<file path="config.mk">
export PLATFORM = sky130hd
export DESIGN_NAME = rr_mux_sched_16x8
export DESIGN_NICKNAME = d
export VERILOG_FILES = /design/src/rtl/rr_mux_sched_16x8.sv
export SDC_FILE = /design/constraint.sdc
export NUM_CORES = 1
export LEC_CHECK = 0
export CORE_UTILIZATION = 45
export DETAILED_ROUTE_END_ITERATION = 8
export PLACE_DENSITY = 0.82
export SLEW_MARGIN = 10
export SYNTH_ARGS = -nofsm -noshare
export SYNTH_HDL_FRONTEND = slang
export SYNTH_SLANG_ARGS = --single-unit
</file>
<file path="constraint.sdc">
create_clock -name clk -period 14.8 [get_ports clk]
set_input_delay 2.96 -clock clk [delete_from_list [all_inputs] [get_ports clk]]
set_output_delay 2.96 -clock clk [all_outputs]
set_load 0.01 [all_outputs]
</file>
<file path="src/rtl/rr_mux_sched_16x8.sv">
// Round-robin scheduler driving a shared 8:1 W-bit mux into one registered output stage,
// with optional burst locking that keeps one requester on the mux for up to BURST beats.
module rr_mux_sched_16x8 #(
  parameter int W     = 16,
  parameter int BURST = 4
) (
  input  logic           clk,
  input  logic           rst_n,
  input  logic [7:0]     in_valid,
  input  logic [8*W-1:0] in_data,
  output logic [7:0]     in_ready,
  output logic           out_valid,
  output logic [W-1:0]   out_data,
  output logic [2:0]     out_src,
  input  logic           out_ready
);

  localparam logic [4:0] BURST_V = 5'(BURST);
  localparam logic       MULTI   = (BURST > 1);

  logic [2:0]   ptr_q, ptr_d;
  logic         locked_q, locked_d;
  logic [2:0]   owner_q, owner_d;
  logic [3:0]   cnt_q, cnt_d;
  logic [2:0]   sel_q, sel_d;
  logic         out_valid_q, out_valid_d;
  logic [W-1:0] out_data_q, out_data_d;
  logic [2:0]   out_src_q, out_src_d;

  logic         load;
  logic         own_vld;
  logic         found;
  logic         xfer;
  logic         last_beat;
  logic [2:0]   start;
  logic [2:0]   idx;
  logic [2:0]   pick;
  logic [2:0]   sel;
  logic [W-1:0] sel_word;

  // Arbitration: a held lock wins, otherwise first valid channel from the start index.
  always_comb begin
    load    = !out_valid_q || out_ready;
    own_vld = in_valid[owner_q];
    start   = locked_q ? owner_q + 3'd1 : ptr_q;
    found   = 1'b0;
    pick    = sel_q;
    idx     = '0;
    for (int i = 0; i < 8; i++) begin
      idx = start + 3'(i);
      if (!found && in_valid[idx]) begin
        found = 1'b1;
        pick  = idx;
      end
    end
    sel  = (locked_q && own_vld) ? owner_q : pick;
    xfer = load && in_valid[sel];
  end

  always_comb begin
    in_ready = '0;
    if (xfer && rst_n) in_ready[sel] = 1'b1;
  end

  always_comb begin
    sel_word = '0;
    for (int k = 0; k < 8; k++) begin
      if (sel == 3'(k)) sel_word = in_data[k*W +: W];
    end
  end

  // Output register: reloads whenever it is empty or being drained.
  always_comb begin
    out_valid_d = out_valid_q;
    out_data_d  = out_data_q;
    out_src_d   = out_src_q;
    if (load) begin
      out_valid_d = xfer;
      if (xfer) begin
        out_data_d = sel_word;
        out_src_d  = sel;
      end
    end
  end

  // Lock / pointer control; everything freezes while the output stalls.
  always_comb begin
    ptr_d     = ptr_q;
    locked_d  = locked_q;
    owner_d   = owner_q;
    cnt_d     = cnt_q;
    sel_d     = sel;
    last_beat = (({1'b0, cnt_q} + 5'd1) == BURST_V);
    if (load) begin
      if (locked_q && own_vld) begin
        if (last_beat) begin
          locked_d = 1'b0;
          ptr_d    = owner_q + 3'd1;
          cnt_d    = '0;
        end else begin
          cnt_d = cnt_q + 4'd1;
        end
      end else begin
        if (locked_q) begin
          locked_d = 1'b0;
          ptr_d    = owner_q + 3'd1;
          cnt_d    = '0;
        end
        if (xfer) begin
          if (MULTI) begin
            locked_d = 1'b1;
            owner_d  = sel;
            cnt_d    = 4'd1;
          end else begin
            ptr_d = sel + 3'd1;
          end
        end
      end
    end
  end

  always_ff @(posedge clk or negedge rst_n) begin
    if (!rst_n) begin
      ptr_q       <= '0;
      locked_q    <= 1'b0;
      owner_q     <= '0;
      cnt_q       <= '0;
      sel_q       <= '0;
      out_valid_q <= 1'b0;
      out_data_q  <= '0;
      out_src_q   <= '0;
    end else begin
      ptr_q       <= ptr_d;
      locked_q    <= locked_d;
      owner_q     <= owner_d;
      cnt_q       <= cnt_d;
      sel_q       <= sel_d;
      out_valid_q <= out_valid_d;
      out_data_q  <= out_data_d;
      out_src_q   <= out_src_d;
    end
  end

  assign out_valid = out_valid_q;
  assign out_data  = out_data_q;
  assign out_src   = out_src_q;

endmodule

</file>
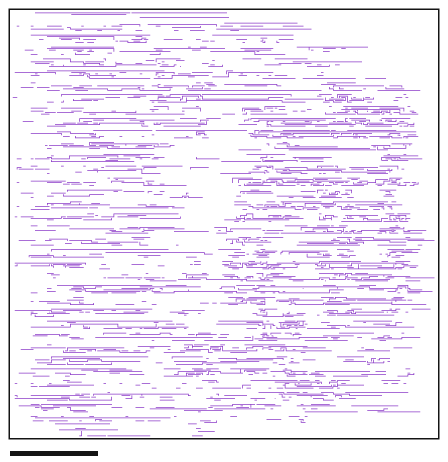
Run 1: metal 1
The bar under the picture is 20 um long.
The layer holds 41% of the routed length. The wires run mostly horizontal. The layer carries 5740 um of wire. The longest straight run is 35.9 um. 672 nets have wire on it.
DR vias: 4302
met1 Resource Use GR: 0.359
Routed WL: 13900 um

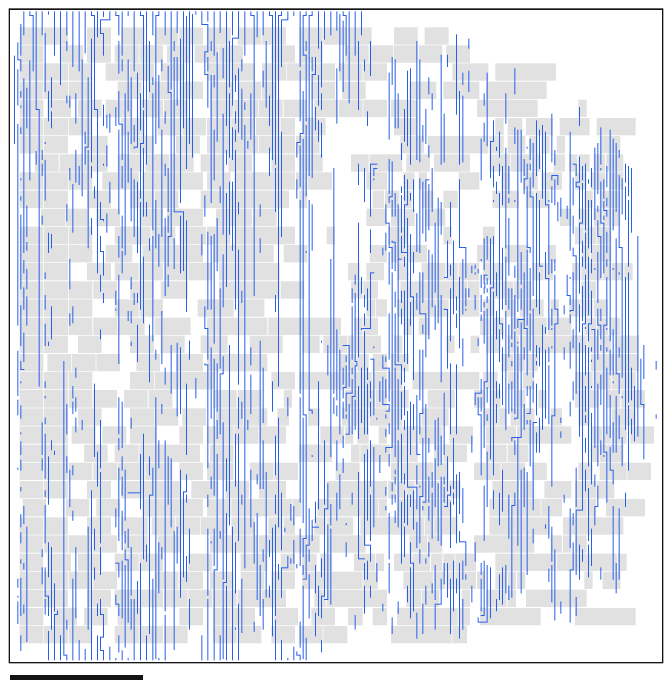
Run 1: metal 2
The bar under the picture is 20 um long. Cells faint in the background.
658 nets have wire on it. The longest straight run is 66.3 um. The layer carries 6890 um of wire.
routing usage on met2: 0.522

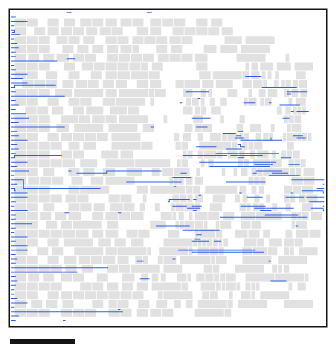
Run 1: signal wires on met3
The bar under the picture is 20 um long. Cells faint in the background.
The wires run mostly horizontal. 138 nets have wire on it. The layer carries 827 um of wire. The longest straight run is 34.3 um. The layer holds 6.0% of the routed length.
M3 GR Usage: 0.0439

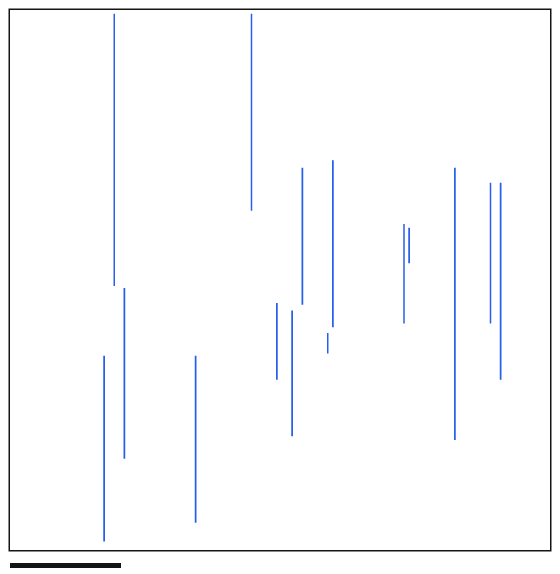
Run 1: M4 wires
The bar under the picture is 20 um long.
The layer carries 405 um of wire. 14 nets have wire on it. The layer holds 2.9% of the routed length. The longest straight run is 49.0 um. The wires run mostly vertical.

==> flow_metrics.py, run 1 <==
# Flow results
metrics = {
    "outcome": {
        "status": "finished with violations",
        "violations": "design-rule violations",
    },
    "global_route": {
        "grt.total_usage": 0.292,
        "grt_pass1_vias": 4365,
        "grt_max_degree": 41,
        "antenna_found_initial": 0,
        "overflow": 0,
        "grt_pass1_wl_um": 22000,
    },
    "yosys": {
        "enable_flop_cells": 0,
        "yosysTopAreaCell": "mux2i_1",
        "syn_inst": 453,
        "top_cells_by_count": "mux2i_1, dfrtp_1, nand2_1, mux2_2, nand3_1",
        "synthArstFlopShare": 1.00,
        "ys_area_um2": 4120,
        "floorplan.nets": 596,
        "synth_seq_share": 0.206,
        "yosysWarningCount": 0,
        "ys_cells": 453,
        "yosysMostFrequentCell": "mux2i_1",
        "synthTopCellsByArea": "mux2i_1, dfrtp_1, mux2_2, mux2_4, nand3_1",
    },
    "sta": {
        "rsz0062_at_grt": "false",
        "clock_skew_ps": 10.1,
        "worst_slew_pin_slew_ps": 1040,
        "fmax_mhz": 90.8,
        "final-setup-viol-count": 0,
        "finalClockPeriodUsage": 0.744,
        "slew_headroom": 0.304,
        "finalHoldViolations": 0,
        "finalMaxSlewViolations": 0,
        "worst_slack_ps": 3790,
    },
    "layout": {
        "stdcell_count": 716,
        "final_core_util": 0.675,
        "num-nets-final": 750,
        "num_antenna_cells": 0,
        "drive_gt1_frac": 0.117,
        "n_fill_cell": 714,
    },
    "floorplan": {
        "die_h_um": 97.7,
        "io_pins": 167,
        "row_count": 34,
        "die_area_um2": 9550,
        "fp_util": 0.468,
        "core_area_um2": 8810,
    },
    "setup_path": {
        "cp.required_ps": 11840,
        "crit_end": "in_ready[0]",
        "critPathLaunchType": "input pin",
        "crit_fanout": 31,
        "end_kind": "output pin",
        "critPathMaxStageDelay_ps": 550,
        "arrival_ps": 8050,
        "reg2reg_slack_ps": 8250,
        "r2r_end": "out_data[10]",
        "critPathKind": "in -> out",
        "cp-startpoint": "in_valid[0]",
        "worst_r2r_path_depth": 16,
        "crit_path_frequent_cell": "and3_1",
    },
    "drt": {
        "met3_length_um": 827,
        "dr_wl_met2_um": 6890,
        "route.detailed.drc": 4,
        "drtAntennaViolNets": 0,
        "via_per_inst": 6.01,
        "dr.pass1.iters": 7,
        "drtIter0Drc": 187,
        "wl_met1_um": 5740,
        "wl_per_cell_um": 19.4,
    },
    "clock_network": {
        "postCtsSetupBuffers": 0,
        "clockBufferDepth": 2,
        "cts_buffers": 5,
        "cts_sinks": 34,
        "root_buffer": "clkbuf_8",
        "path_clk_slew_ps": 80,
        "htreeDepth": 2,
        "hold_buffers": 0,
        "cts_tree": "done",
    },
    "job": {
        "cap_violations": 0,
    },
    "placed_design": {
        "dpl.hpwl_um": 11100,
        "placed_cells": 708,
        "pre_cts_ws_ps": 3830,
    },
    "worst_hold_path": {
        "hold_path.class": "reg -> reg",
    },
}
-- run 1: state kept, by name (all words and copies together), names as in the netlist --
| signal | count |
|---|---|
| out_data | 16 |
| cnt_q | 4 |
| out_src | 3 |
| owner_q | 3 |
| ptr_q | 3 |
| sel_q | 3 |
| locked_q | 1 |
| out_valid | 1 |
-- run 1: layer usage --
layer  global-route usage  vias to the layer above
met5                    0                        -
met4               0.0991                        0
met3               0.0439                       32
met2                0.522                      225
met1                0.359                     2022
li1                     -                     2023
-- run 1: worst min-delay path by stage --
stage / end / slack [ps] / cells past startpoint
2_1_floorplan: ptr_q[2] / 450 / 2
3_3_place_gp: ptr_q[2] / 470 / 2
3_5_place_dp: ptr_q[2] / 480 / 2
4_1_cts: ptr_q[2] / 500 / 2
5_1_grt: out_data[11] / 530 / 1
6_report: ptr_q[2] / 490 / 2
-- run 1: final cells by class --
cell class | instances | area, um2 | area share
multi-input cells | 385 | 3090 | 0.520
well taps | 108 | 135 | 0.0227
flip-flops and latches | 34 | 851 | 0.143
clock buffers | 5 | 68.8 | 0.0116
inverters | 12 | 46.3 | 0.00779
clock inverters | 3 | 68.8 | 0.0116
repair buffers | 169 | 1680 | 0.283
-- run 1: layout by cell type (no fill, tap or decap), types with 5 or more instances in the layout --
master / netlist / final
clkdlybuf4s50_1: 0 / 166
clkbuf_8: 0 / 5
nand2_1: 34 / 34
inv_1: 9 / 8
mux2i_1: 106 / 106
mux2_4: 11 / 11
nor3_1: 6 / 6
nand3_1: 27 / 27
nor2_1: 22 / 22
a21o_1: 5 / 5
o211ai_1: 5 / 5
a21oi_1: 19 / 19
dfrtp_1: 34 / 34
and2_1: 7 / 7
or3_1: 5 / 5
o21ai_0: 26 / 26
mux2_2: 31 / 31
and3_1: 9 / 9
-- run 1: through the flow --
stage,hold WS (ps),cell area [um2]
2_1_floorplan,451,4120
4_1_cts,500,5940
5_1_grt,529,5940
6_report,493,5940
3_5_place_dp,479,5800
3_3_place_gp,469,5800
-- run 1: worst max-delay path, delay by kind of cell --
kind	cells	cell delay, ps
compound gates	3	1090
simple gates	9	2400
buf+inv	3	1590
-- run 1: cell families after synthesis --
| kind of cell | synth area share |
|---|---|
| AND/OR/NAND/NOR | 0.162 |
| buffers and inverters | 0.0449 |
| multiplexers | 0.396 |
| AND-OR/OR-AND | 0.164 |
| XOR/XNOR | 0.0146 |
| adder cells (fa/ha/maj) | 0.0121 |
| flip-flops | 0.206 |
Run 1, track usage over the die:
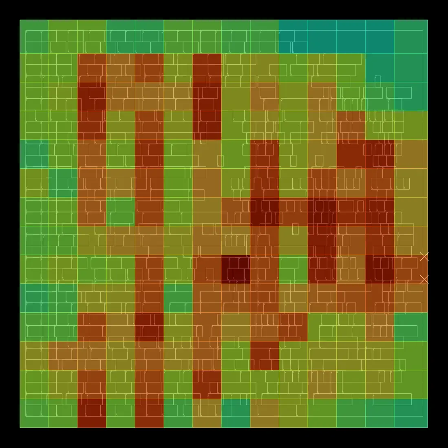

==> run 1 -> run 2 <==
==> constraint.sdc (replaced) <==
create_clock -name clk -period 10.2 [get_ports clk]
set_input_delay 2.04 -clock clk [delete_from_list [all_inputs] [get_ports clk]]
set_output_delay 2.04 -clock clk [all_outputs]
set_load 0.01 [all_outputs]
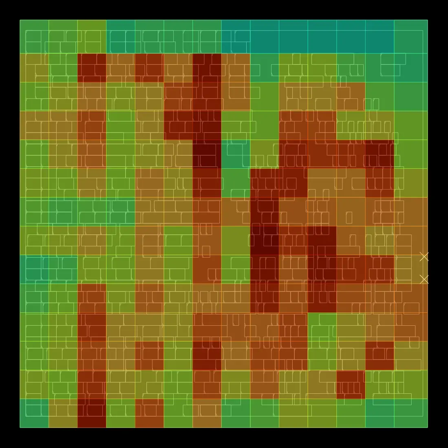
Run 2: track usage over the die
Global Route Usage Sum: 0.300
routing usage on met2: 0.559
post-DR wirelength/cell: 20.0 um

==> run 2 against run 1 <==
Effect of this change:
- the run still ends with design-rule violations left
- cell count is 0.14% higher
- synthesized cell count stayed put
- wire length is 3.3% higher
- critical path type unchanged
- largest cell class unchanged
==> flow_metrics.py, run 2 <==
# Flow results
metrics = {
    "floorplan": {
        "die_area_um2": 9550,
        "core_area_um2": 8810,
        "io_pins": 167,
        "fp_util": 0.468,
        "row_count": 34,
    },
    "yosys": {
        "yosysMostFrequentCell": "mux2i_1",
        "synth_seq_share": 0.206,
        "yosysTopAreaCell": "mux2i_1",
        "ys_area_um2": 4120,
        "synthTopCellsByArea": "mux2i_1, dfrtp_1, mux2_2, mux2_4, nand3_1",
        "top_cells_by_count": "mux2i_1, dfrtp_1, nand2_1, mux2_2, nand3_1",
        "ys_cells": 453,
        "syn_inst": 453,
        "synthArstFlopShare": 1.00,
        "yosysWarningCount": 0,
    },
    "drt": {
        "drtAntennaViolNets": 0,
        "via_per_inst": 6.09,
        "route.detailed.drc": 4,
        "drtIter0Drc": 248,
    },
    "global_route": {
        "grt_max_degree": 59,
        "met3_usage": 0.0612,
        "grt_pass1_vias": 4498,
        "antenna_found_initial": 0,
        "top_usage_layer": "met2",
        "grt_pass1_wl_um": 22500,
        "overflow": 0,
    },
    "layout": {
        "num_antenna_cells": 0,
        "num-nets-final": 751,
        "largest_register_ffs": 16,
        "n_fill_cell": 699,
        "drive_gt1_frac": 0.117,
    },
    "clock_network": {
        "root_buffer": "clkbuf_8",
        "hold_buffers": 0,
        "clockBufferDepth": 2,
        "cts_buffers": 5,
        "path_clk_slew_ps": 70,
        "postCtsSetupBuffers": 0,
        "htreeDepth": 2,
    },
    "setup_path": {
        "cpLargestDelayFamily": "simple AND/OR/NAND/NOR gates",
        "critPathMaxStageDelay_ps": 550,
        "critPathKind": "in -> out",
        "critPathLaunchType": "input pin",
        "cp.required_ps": 8160,
        "reg2reg_slack_ps": 4070,
        "arrival_ps": 6730,
        "crit_path_frequent_cell": "and3_1",
    },
    "sta": {
        "fmax_mhz": 114,
        "fin_hold_ws_ps": 481,
        "finalHoldViolations": 0,
        "finalMaxSlewViolations": 0,
        "clock_skew_ps": 10.9,
        "slew_headroom": 0.383,
        "rsz0062_at_grt": "false",
        "worst_slew_pin_slew_ps": 925,
        "finalClockPeriodUsage": 0.860,
    },
    "job": {
        "cap_violations": 0,
    },
    "outcome": {
        "status": "finished with violations",
        "violations": "design-rule violations",
    },
    "placed_design": {
        "dpl.hpwl_um": 11600,
    },
}
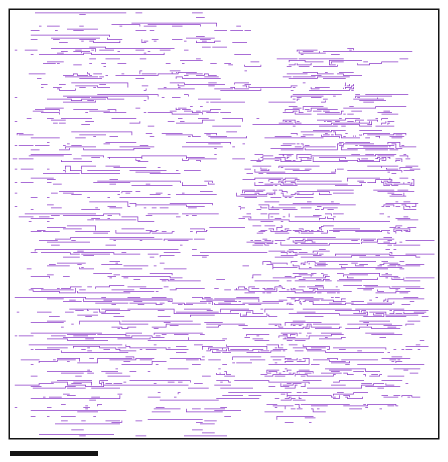
Run 2: metal 1
The bar under the picture is 20 um long.
The wires run mostly horizontal. The layer carries 5400 um of wire. The longest straight run is 32.7 um. The layer holds 38% of the routed length. 662 nets have wire on it.
Routed WL: 14300 um
DR vias: 4364
met1 Resource Use GR: 0.324

[run 2: metrics by stage]
stage,cell area [um2],worst slack [ps],utilization,std cells
3_5_place_dp,5810,1550,0.660,709
4_1_cts,5900,1530,0.670,717
3_3_place_gp,5810,1590,0.660,709
5_1_grt,5900,1120,0.670,717
2_1_floorplan,4120,3180,-,453
6_report,5900,1430,0.670,717
[run 2: area by class of cell]
class	instances	area [um2]	area share
Sequential cell	34	851	0.144
Tap cell	108	135	0.0229
Timing Repair Buffer	170	1690	0.287
Clock buffer	7	86.3	0.0146
Multi-Input combinational cell	385	3090	0.523
Inverter	12	46.3	0.00784
Clock inverter	1	5.00	0.000848
[run 2: worst paths after layout]
check                          endpoint  depth (start not counted)        start
max                         in_ready[0]                         15  in_valid[0]
max in group asynchronous   out_data[5]                          2        rst_n
min in group asynchronous  out_data[13]                          2        rst_n
max reg2reg                 out_data[9]                         17     locked_q
min reg2reg                    ptr_q[2]                          2     ptr_q[2]
min                            ptr_q[2]                          2     ptr_q[2]
[run 2: worst register-to-register path, stage by stage (launching register included)]
cell and delay [ps]:
dfrtp_1 630, nor2b_1 630, nor2_4 130, inv_2 250, ha_1 240, xnor2_2 240
mux2i_1 360, nand2_1 200, nor3_1 410, nand3_1 240, and2_1 220, a211o_1 390
clkinv_2 250, buf_4 770, mux2i_1 390, mux2i_1 130, mux2_2 290, mux2_2 260
[run 2: cells by family (layout without fill, tap and decap cells)]
logic type | count (synthesis) | after routing | share of synthesized area
AND/OR/NAND/NOR | 130 | 130 | 0.162
adder cells (fa/ha/maj) | 4 | 4 | 0.0121
buffers and inverters | 34 | 190 | 0.0449
AND-OR/OR-AND | 94 | 94 | 0.164
XOR/XNOR | 6 | 6 | 0.0146
flip-flops | 34 | 34 | 0.206
multiplexers | 151 | 151 | 0.396
[run 2: layer usage]
layer | vias up | share of wire
met5 | - | 0
met4 | 0 | 0.052
met3 | 56 | 0.058
met2 | 220 | 0.51
met1 | 2066 | 0.38
li1 | 2022 | -
